## src/rtl/mips_multicycle_ctrl_pkg.sv

```systemverilog
// Shared constants and types for the multi-cycle MIPS control sequencer:
// opcode/func encodings, FSM state type, decoded class and control bundle.
package mips_pkg;

    localparam logic [31:0] RESET_VECTOR_DEFAULT = 32'hBFC0_0000;

    localparam logic [5:0] OP_RTYPE = 6'h00;
    localparam logic [5:0] OP_ADDIU = 6'h09;
    localparam logic [5:0] OP_LW    = 6'h23;
    localparam logic [5:0] OP_SW    = 6'h2B;
    localparam logic [5:0] FN_ADDU  = 6'h21;
    localparam logic [5:0] FN_JR    = 6'h08;

    typedef enum logic [1:0] {
        ST_FETCH = 2'd0,
        ST_EXEC  = 2'd1,
        ST_MEM   = 2'd2,
        ST_HALT  = 2'd3
    } state_t;

    // Exactly one flag is set for any instruction word.
    typedef struct packed {
        logic alu_r;
        logic alu_i;
        logic load;
        logic store;
        logic jr;
        logic illegal;
    } instr_class_t;

    typedef struct packed {
        logic instr_read;
        logic data_read;
        logic data_write;
        logic reg_dst;
        logic mem_to_reg;
        logic alu_src;
        logic reg_write;
        logic active;
    } ctrl_t;

    localparam ctrl_t CTRL_IDLE = '{default: 1'b0};

endpackage

```

## src/rtl/mips_multicycle_ctrl_if.sv

```systemverilog
// Instruction-port, data-port and datapath-control bundle of the sequencer.
// master = the control sequencer, slave = memories plus register/ALU datapath.
interface mips_multicycle_ctrl_if;

    logic [31:0] instr_address;
    logic        instr_read;
    logic [31:0] instr_readdata;
    logic        instr_waitrequest;

    logic        data_read;
    logic        data_write;
    logic        data_waitrequest;

    logic [31:0] reg_read_data_0;

    logic        RegDst;
    logic        MemtoReg;
    logic        ALUSrc;
    logic        RegWrite;
    logic [4:0]  rs;
    logic [4:0]  rt;
    logic [4:0]  rd;
    logic [5:0]  ALUOp;
    logic [5:0]  func_code;
    logic [15:0] alu_immediate;

    logic        active;
    logic        fault;

    modport master (
        output instr_address, instr_read,
        input  instr_readdata, instr_waitrequest,
        output data_read, data_write,
        input  data_waitrequest,
        input  reg_read_data_0,
        output RegDst, MemtoReg, ALUSrc, RegWrite,
        output rs, rt, rd, ALUOp, func_code, alu_immediate,
        output active, fault
    );

    modport slave (
        input  instr_address, instr_read,
        output instr_readdata, instr_waitrequest,
        input  data_read, data_write,
        output data_waitrequest,
        output reg_read_data_0,
        input  RegDst, MemtoReg, ALUSrc, RegWrite,
        input  rs, rt, rd, ALUOp, func_code, alu_immediate,
        input  active, fault
    );

endinterface

```

## src/rtl/mips_multicycle_ctrl_decode.sv

```systemverilog
// Combinational instruction classifier: opcode/func fields in, one-hot class out.
module mips_decode
    import mips_pkg::*;
(
    input  logic [5:0]   op,
    input  logic [5:0]   funct,
    output instr_class_t cls
);

    always_comb begin
        cls = '{default: 1'b0};
        unique case (op)
            OP_RTYPE: begin
                if (funct == FN_ADDU) begin
                    cls.alu_r = 1'b1;
                end else if (funct == FN_JR) begin
                    cls.jr = 1'b1;
                end else begin
                    cls.illegal = 1'b1;
                end
            end
            OP_ADDIU: cls.alu_i   = 1'b1;
            OP_LW:    cls.load    = 1'b1;
            OP_SW:    cls.store   = 1'b1;
            default:  cls.illegal = 1'b1;
        endcase
    end

endmodule

```

## src/rtl/mips_multicycle_ctrl.sv

```systemverilog
// Multi-cycle FETCH/EXEC/MEM/HALT sequencer for the 5-instruction MIPS core.
// Owns PC and IR; all strobes/controls are registered for the state being entered.
module mips_multicycle_ctrl
    import mips_pkg::*;
#(
    parameter logic [31:0] RESET_VECTOR = RESET_VECTOR_DEFAULT
) (
    input  logic                          clk,
    input  logic                          reset,
    mips_multicycle_ctrl_if.master        bus
);

    state_t       state_q, state_d;
    logic [31:0]  pc_q, pc_d;
    logic [31:0]  ir_q, ir_d;
    logic         fault_q, fault_d;
    ctrl_t        ctrl_q, ctrl_d;

    instr_class_t cls;
    logic         fetch_accept;
    logic         mem_done;
    logic         load_commit;
    logic         unused_ir_bits;

    assign fetch_accept = (state_q == ST_FETCH) && ctrl_q.instr_read && !bus.instr_waitrequest;
    assign mem_done     = (state_q == ST_MEM) && !bus.data_waitrequest;

    // The IR being worked on in the next state; equals ir_q except on the accepting fetch.
    always_comb begin
        ir_d = ir_q;
        if (fetch_accept) begin
            ir_d = bus.instr_readdata;
        end
    end

    mips_decode u_decode (
        .op    (ir_d[31:26]),
        .funct (ir_d[5:0]),
        .cls   (cls)
    );

    always_comb begin
        state_d = state_q;
        pc_d    = pc_q;
        fault_d = fault_q;
        unique case (state_q)
            ST_FETCH: begin
                if (fetch_accept) begin
                    pc_d    = pc_q + 32'd4;
                    state_d = ST_EXEC;
                end
            end
            ST_EXEC: begin
                if (cls.illegal) begin
                    fault_d = 1'b1;
                    state_d = ST_HALT;
                end else if (cls.load || cls.store) begin
                    state_d = ST_MEM;
                end else if (cls.jr) begin
                    pc_d    = bus.reg_read_data_0;
                    state_d = (bus.reg_read_data_0 == 32'd0) ? ST_HALT : ST_FETCH;
                end else begin
                    state_d = ST_FETCH;
                end
            end
            ST_MEM: begin
                if (mem_done) begin
                    state_d = ST_FETCH;
                end
            end
            ST_HALT: begin
                state_d = ST_HALT;
            end
            default: begin
                state_d = ST_FETCH;
            end
        endcase
    end

    // Controls for the state being entered, so they are valid from its first cycle.
    always_comb begin
        ctrl_d        = CTRL_IDLE;
        ctrl_d.active = (state_d != ST_HALT);
        unique case (state_d)
            ST_FETCH: begin
                ctrl_d.instr_read = 1'b1;
            end
            ST_EXEC: begin
                if (cls.alu_r) begin
                    ctrl_d.reg_write = (ir_d[15:11] != 5'd0);
                end else if (cls.alu_i) begin
                    ctrl_d.reg_dst   = 1'b1;
                    ctrl_d.alu_src   = 1'b1;
                    ctrl_d.reg_write = (ir_d[20:16] != 5'd0);
                end else if (cls.load || cls.store) begin
                    ctrl_d.alu_src = 1'b1;
                end
            end
            ST_MEM: begin
                ctrl_d.alu_src = 1'b1;
                if (cls.load) begin
                    ctrl_d.data_read  = 1'b1;
                    ctrl_d.reg_dst    = 1'b1;
                    ctrl_d.mem_to_reg = 1'b1;
                end else if (cls.store) begin
                    ctrl_d.data_write = 1'b1;
                end
            end
            default: begin
                ctrl_d = CTRL_IDLE;
            end
        endcase
    end

    always_ff @(posedge clk) begin
        if (reset) begin
            state_q       <= ST_FETCH;
            pc_q          <= RESET_VECTOR;
            ir_q          <= 32'd0;
            fault_q       <= 1'b0;
            ctrl_q        <= CTRL_IDLE;
            ctrl_q.active <= 1'b1;
        end else begin
            state_q <= state_d;
            pc_q    <= pc_d;
            ir_q    <= ir_d;
            fault_q <= fault_d;
            ctrl_q  <= ctrl_d;
        end
    end

    // The load writes back only in the cycle its data is returned; a reset aborts it.
    assign load_commit = (state_q == ST_MEM) && ctrl_q.data_read && !bus.data_waitrequest
                         && !reset && (ir_q[20:16] != 5'd0);

    assign bus.instr_address = pc_q;
    assign bus.instr_read    = ctrl_q.instr_read;
    assign bus.data_read     = ctrl_q.data_read;
    assign bus.data_write    = ctrl_q.data_write;
    assign bus.RegDst        = ctrl_q.reg_dst;
    assign bus.MemtoReg      = ctrl_q.mem_to_reg;
    assign bus.ALUSrc        = ctrl_q.alu_src;
    assign bus.RegWrite      = ctrl_q.reg_write | load_commit;
    assign bus.active        = ctrl_q.active;
    assign bus.fault         = fault_q;

    assign bus.rs            = ir_q[25:21];
    assign bus.rt            = ir_q[20:16];
    assign bus.rd            = ir_q[15:11];
    assign bus.ALUOp         = ir_q[31:26];
    assign bus.func_code     = ir_q[5:0];
    assign bus.alu_immediate = ir_q[15:0];

    assign unused_ir_bits = ^{ir_d[25:21], ir_d[10:6]};

endmodule
```

## src/flat_wrapper.sv

```systemverilog
// flat-port wrapper written by rule: the top's interface ports become plain ports
module mips_multicycle_ctrl_flat import mips_pkg::*;
#(
    parameter logic [31:0] RESET_VECTOR = RESET_VECTOR_DEFAULT
)
  (clk, reset, bus_instr_address, bus_instr_read, bus_instr_readdata, bus_instr_waitrequest, bus_data_read, bus_data_write, bus_data_waitrequest, bus_reg_read_data_0, bus_RegDst, bus_MemtoReg, bus_ALUSrc, bus_RegWrite, bus_rs, bus_rt, bus_rd, bus_ALUOp, bus_func_code, bus_alu_immediate, bus_active, bus_fault);
  mips_multicycle_ctrl_if bus_i ();
  input  logic clk;
  input  logic reset;
  output wire logic [$bits(bus_i.instr_address)-1:0] bus_instr_address;
  output wire logic [$bits(bus_i.instr_read)-1:0] bus_instr_read;
  input wire logic [$bits(bus_i.instr_readdata)-1:0] bus_instr_readdata;
  input wire logic [$bits(bus_i.instr_waitrequest)-1:0] bus_instr_waitrequest;
  output wire logic [$bits(bus_i.data_read)-1:0] bus_data_read;
  output wire logic [$bits(bus_i.data_write)-1:0] bus_data_write;
  input wire logic [$bits(bus_i.data_waitrequest)-1:0] bus_data_waitrequest;
  input wire logic [$bits(bus_i.reg_read_data_0)-1:0] bus_reg_read_data_0;
  output wire logic [$bits(bus_i.RegDst)-1:0] bus_RegDst;
  output wire logic [$bits(bus_i.MemtoReg)-1:0] bus_MemtoReg;
  output wire logic [$bits(bus_i.ALUSrc)-1:0] bus_ALUSrc;
  output wire logic [$bits(bus_i.RegWrite)-1:0] bus_RegWrite;
  output wire logic [$bits(bus_i.rs)-1:0] bus_rs;
  output wire logic [$bits(bus_i.rt)-1:0] bus_rt;
  output wire logic [$bits(bus_i.rd)-1:0] bus_rd;
  output wire logic [$bits(bus_i.ALUOp)-1:0] bus_ALUOp;
  output wire logic [$bits(bus_i.func_code)-1:0] bus_func_code;
  output wire logic [$bits(bus_i.alu_immediate)-1:0] bus_alu_immediate;
  output wire logic [$bits(bus_i.active)-1:0] bus_active;
  output wire logic [$bits(bus_i.fault)-1:0] bus_fault;
  assign bus_instr_address = bus_i.instr_address;
  assign bus_instr_read = bus_i.instr_read;
  assign bus_i.instr_readdata = bus_instr_readdata;
  assign bus_i.instr_waitrequest = bus_instr_waitrequest;
  assign bus_data_read = bus_i.data_read;
  assign bus_data_write = bus_i.data_write;
  assign bus_i.data_waitrequest = bus_data_waitrequest;
  assign bus_i.reg_read_data_0 = bus_reg_read_data_0;
  assign bus_RegDst = bus_i.RegDst;
  assign bus_MemtoReg = bus_i.MemtoReg;
  assign bus_ALUSrc = bus_i.ALUSrc;
  assign bus_RegWrite = bus_i.RegWrite;
  assign bus_rs = bus_i.rs;
  assign bus_rt = bus_i.rt;
  assign bus_rd = bus_i.rd;
  assign bus_ALUOp = bus_i.ALUOp;
  assign bus_func_code = bus_i.func_code;
  assign bus_alu_immediate = bus_i.alu_immediate;
  assign bus_active = bus_i.active;
  assign bus_fault = bus_i.fault;
  mips_multicycle_ctrl #(.RESET_VECTOR(RESET_VECTOR)) u_core (.clk(clk), .reset(reset), .bus(bus_i));
endmodule
```

## config.mk

```make
export PLATFORM = sky130hd
export DESIGN_NAME = mips_multicycle_ctrl_flat
export DESIGN_NICKNAME = d
export VERILOG_FILES = /design/src/rtl/mips_multicycle_ctrl_pkg.sv /design/src/rtl/mips_multicycle_ctrl_if.sv /design/src/rtl/mips_multicycle_ctrl_decode.sv /design/src/rtl/mips_multicycle_ctrl.sv /design/src/flat_wrapper.sv
export SDC_FILE = /design/constraint.sdc
export NUM_CORES = 1
export LEC_CHECK = 0
export CELL_PAD_IN_SITES_DETAIL_PLACEMENT = 0
export CELL_PAD_IN_SITES_GLOBAL_PLACEMENT = 1
export CORE_MARGIN = 1
export CORE_UTILIZATION = 31
export CTS_CLUSTER_DIAMETER = 60
export DETAILED_ROUTE_END_ITERATION = 6
export GPL_ROUTABILITY_DRIVEN = 1
export GPL_TIMING_DRIVEN = 0
export PLACE_DENSITY_LB_ADDON = 0.1
export SLEW_MARGIN = 20
export SYNTH_ARGS = -nofsm -noshare
export SYNTH_HDL_FRONTEND = slang
export SYNTH_SLANG_ARGS = --single-unit
```

## constraint.sdc

```tcl
create_clock -name clk -period 3.4 [get_ports clk]
set_input_delay 1.02 -clock clk [delete_from_list [all_inputs] [get_ports clk]]
set_output_delay 1.02 -clock clk [all_outputs]
set_load 0.1 [all_outputs]
```

==> run_results.csv <==
group,metric,value,unit
grt,antenna_found_initial,0,
placed_design,place_area,0.00570,sq mm
power_and_ir_drop,power_leakage,2.08,nW
timing,slew_headroom,0.326,
worst_setup_path,critical_path_buf_inv_count,2,
cells_and_area,largest_class,"logic gates",
synth,aoi_share,0.253,
cells_and_area,non_clock_buffer_count,196,
floorplan,coreArea,0.0123,sq mm
cts,cts_root_buf,"clkbuf_16",
cells_and_area,diodes,0,
grt,grt_max_degree,13,
synth,ys_ff,74,
cts,cts_tree,"done",
timing,fin_ws,72.4,ps
worst_setup_path,cp_top_family,"buffers and inverters",
worst_setup_path,worst-endpoint-arrival,2310,ps
synth,yosysTopAreaCell,"dfxtp_1",
synth,yosys_warnings,0,
placed_design,gp_congestion,0.884,
cells_and_area,layout_top_cells,"clkdlybuf4s50_1, nand2_1, dfxtp_1, a21oi_1, nor2_1",
timing,drv_slew,0,
cells_and_area,comb_share,0.373,
cts,clkTransAtPathRegs,60,ps
timing,clock.fmax,301,MHz
hold_path,whs_endpoint,"u_core.ir_q[6]",
cts,cts.hold.buffers_added,0,
floorplan,nWellTaps,168,
cells_and_area,comb_cells,389,
cells_and_area,n_sequential_cell,74,
synth,top_cell_area_share,0.373,
worst_setup_path,crit_slowest_cell,"clkdlybuf4s50_1",
synth,yosysSeqAreaShare,0.373,
routing,drc,0,
routing,finalWirelength,16.0,mm
run,maxCapViolations,0,
worst_setup_path,reg2reg_depth,9,
synth,yosysChipArea,0.00397,sq mm
worst_setup_path,crit_end,"bus_RegWrite",
cells_and_area,fin_cells,851,
synth,synthTopCellsByCount,"nand2_1, dfxtp_1, a21oi_1",
floorplan,rows,40,
cells_and_area,sh_seq_area,0.245,
worst_setup_path,critPathMaxStageDelay,450,ps
synth,xor_share,0,
power_and_ir_drop,peakVddDrop,0.214,mV
timing,hold-worst-slack,451,ps
cells_and_area,lay_top_count,"clkdlybuf4s50_1",
status,status,"finished clean",
routing,ant_nets,0,
placed_design,dp_hpwl,11.5,mm
cells_and_area,comb_area,0.00226,sq mm
cells_and_area,clkCellAreaFrac,0.0529,
worst_setup_path,crit_path_start_kind,"input pin",
synth,yosysUniqueCellTypes,64,
cts,cts.sinks,74,
synth,most_common_cell,"nand2_1",
worst_setup_path,crit_chain,"clkdlybuf4s50_1, or2_4, nor3b_2, a31o_2, buf_12",
synth,ys_cells,516,
synth,async_reset_ff_frac,0,
synth,edf_count,0,
routing,vias_per_cell,5.50,
grt,grt_pass1_wl,24.4,mm
hold_path,hold_path.class,"reg -> reg",
cells_and_area,nonClkBufAreaFrac,0.289,
timing,hold_viol_final,0,
cells_and_area,area_growth,52.3,%
cells_and_area,layout-drive-gt1-share,0.0878,
grt,overflow,0,
worst_setup_path,endpoint_kind,"primary output",
routing,dr_total_vias,4682,
worst_setup_path,worstSetupStartpoint,"bus_data_waitrequest",
cts,cts_resized,10,
synth,simple_gate_area_frac,0.283,
timing,fin_crit_sh,0.979,
power_and_ir_drop,finalPower,3.11,mW
synth,netlist_instances,516,
power_and_ir_drop,powerDensity,514,mW/mm^2
## registers in the layout, indices dropped and copies added, names as in the netlist
register	cells
u_core.bus.instr_read	1
u_core.state_q	2
u_core.bus.RegDst	1
u_core.bus.instr_address	32
u_core.ir_q	32
u_core.ctrl_q	1
u_core.bus.active	1
u_core.bus.ALUSrc	1
u_core.bus.data_write	1
u_core.bus.data_read	1
u_core.bus.fault	1
## metal layers
metal,global-route usage,wire [microns]
met3,0.0601,1310
met5,0,0
met4,0.0978,376
met1,0.339,7380
met2,0.355,6890
## power by group
part / total (mW) / leakage (nW) / internal (mW) / switching [mW]
clock network: 1.04 / 0.156 / 0.660 / 0.382
registers: 0.981 / 0.600 / 0.921 / 0.0598
logic: 1.09 / 1.32 / 0.308 / 0.780
total: 3.11 / 2.08 / 1.89 / 1.22
Port wiring:
The bar under the picture is 20 microns long.
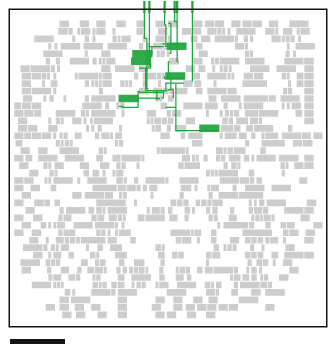
[bus_ALUOp] green | direction: output | edge: top | end cells: 6 | buffers: 6 | wire: 272 microns
IO Port Bufs: 151
num ports: 152

Sequential cells coloured by netlist name:
Other sequential cells in the stronger grey, the rest of the logic in the fainter grey.
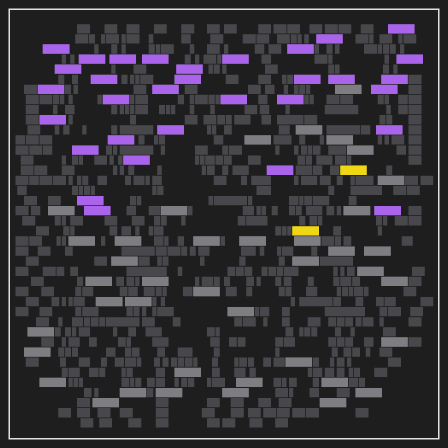
[u_core.state_q] yellow | sequential cells: 2
[u_core.ir_q] purple | sequential cells: 32
sequential cell area: 0.00148 sq mm
fin util: 0.493

The metal 1 layer:
Supply wires on this layer in grey.
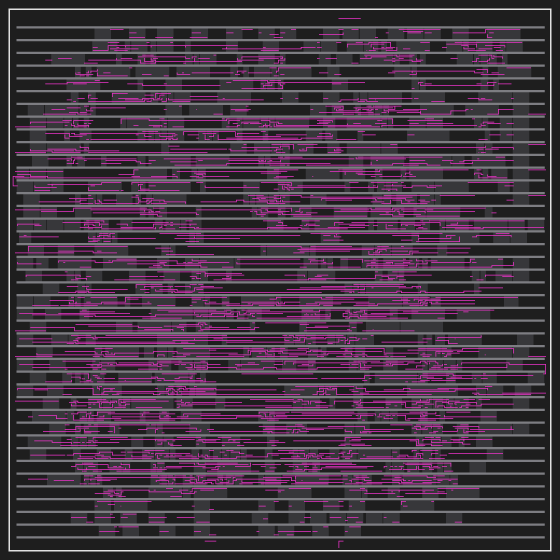
wire length on this layer: 7380 microns
main direction: horizontal

Track usage over the die:
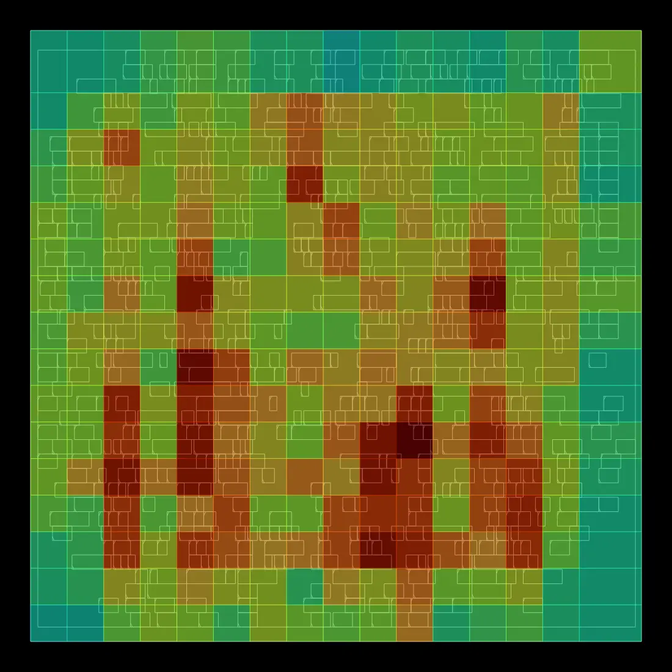
met2 Usage GRT: 0.355
GRT Total Usage: 0.243

Power is estimated from default activity; no workload was simulated.
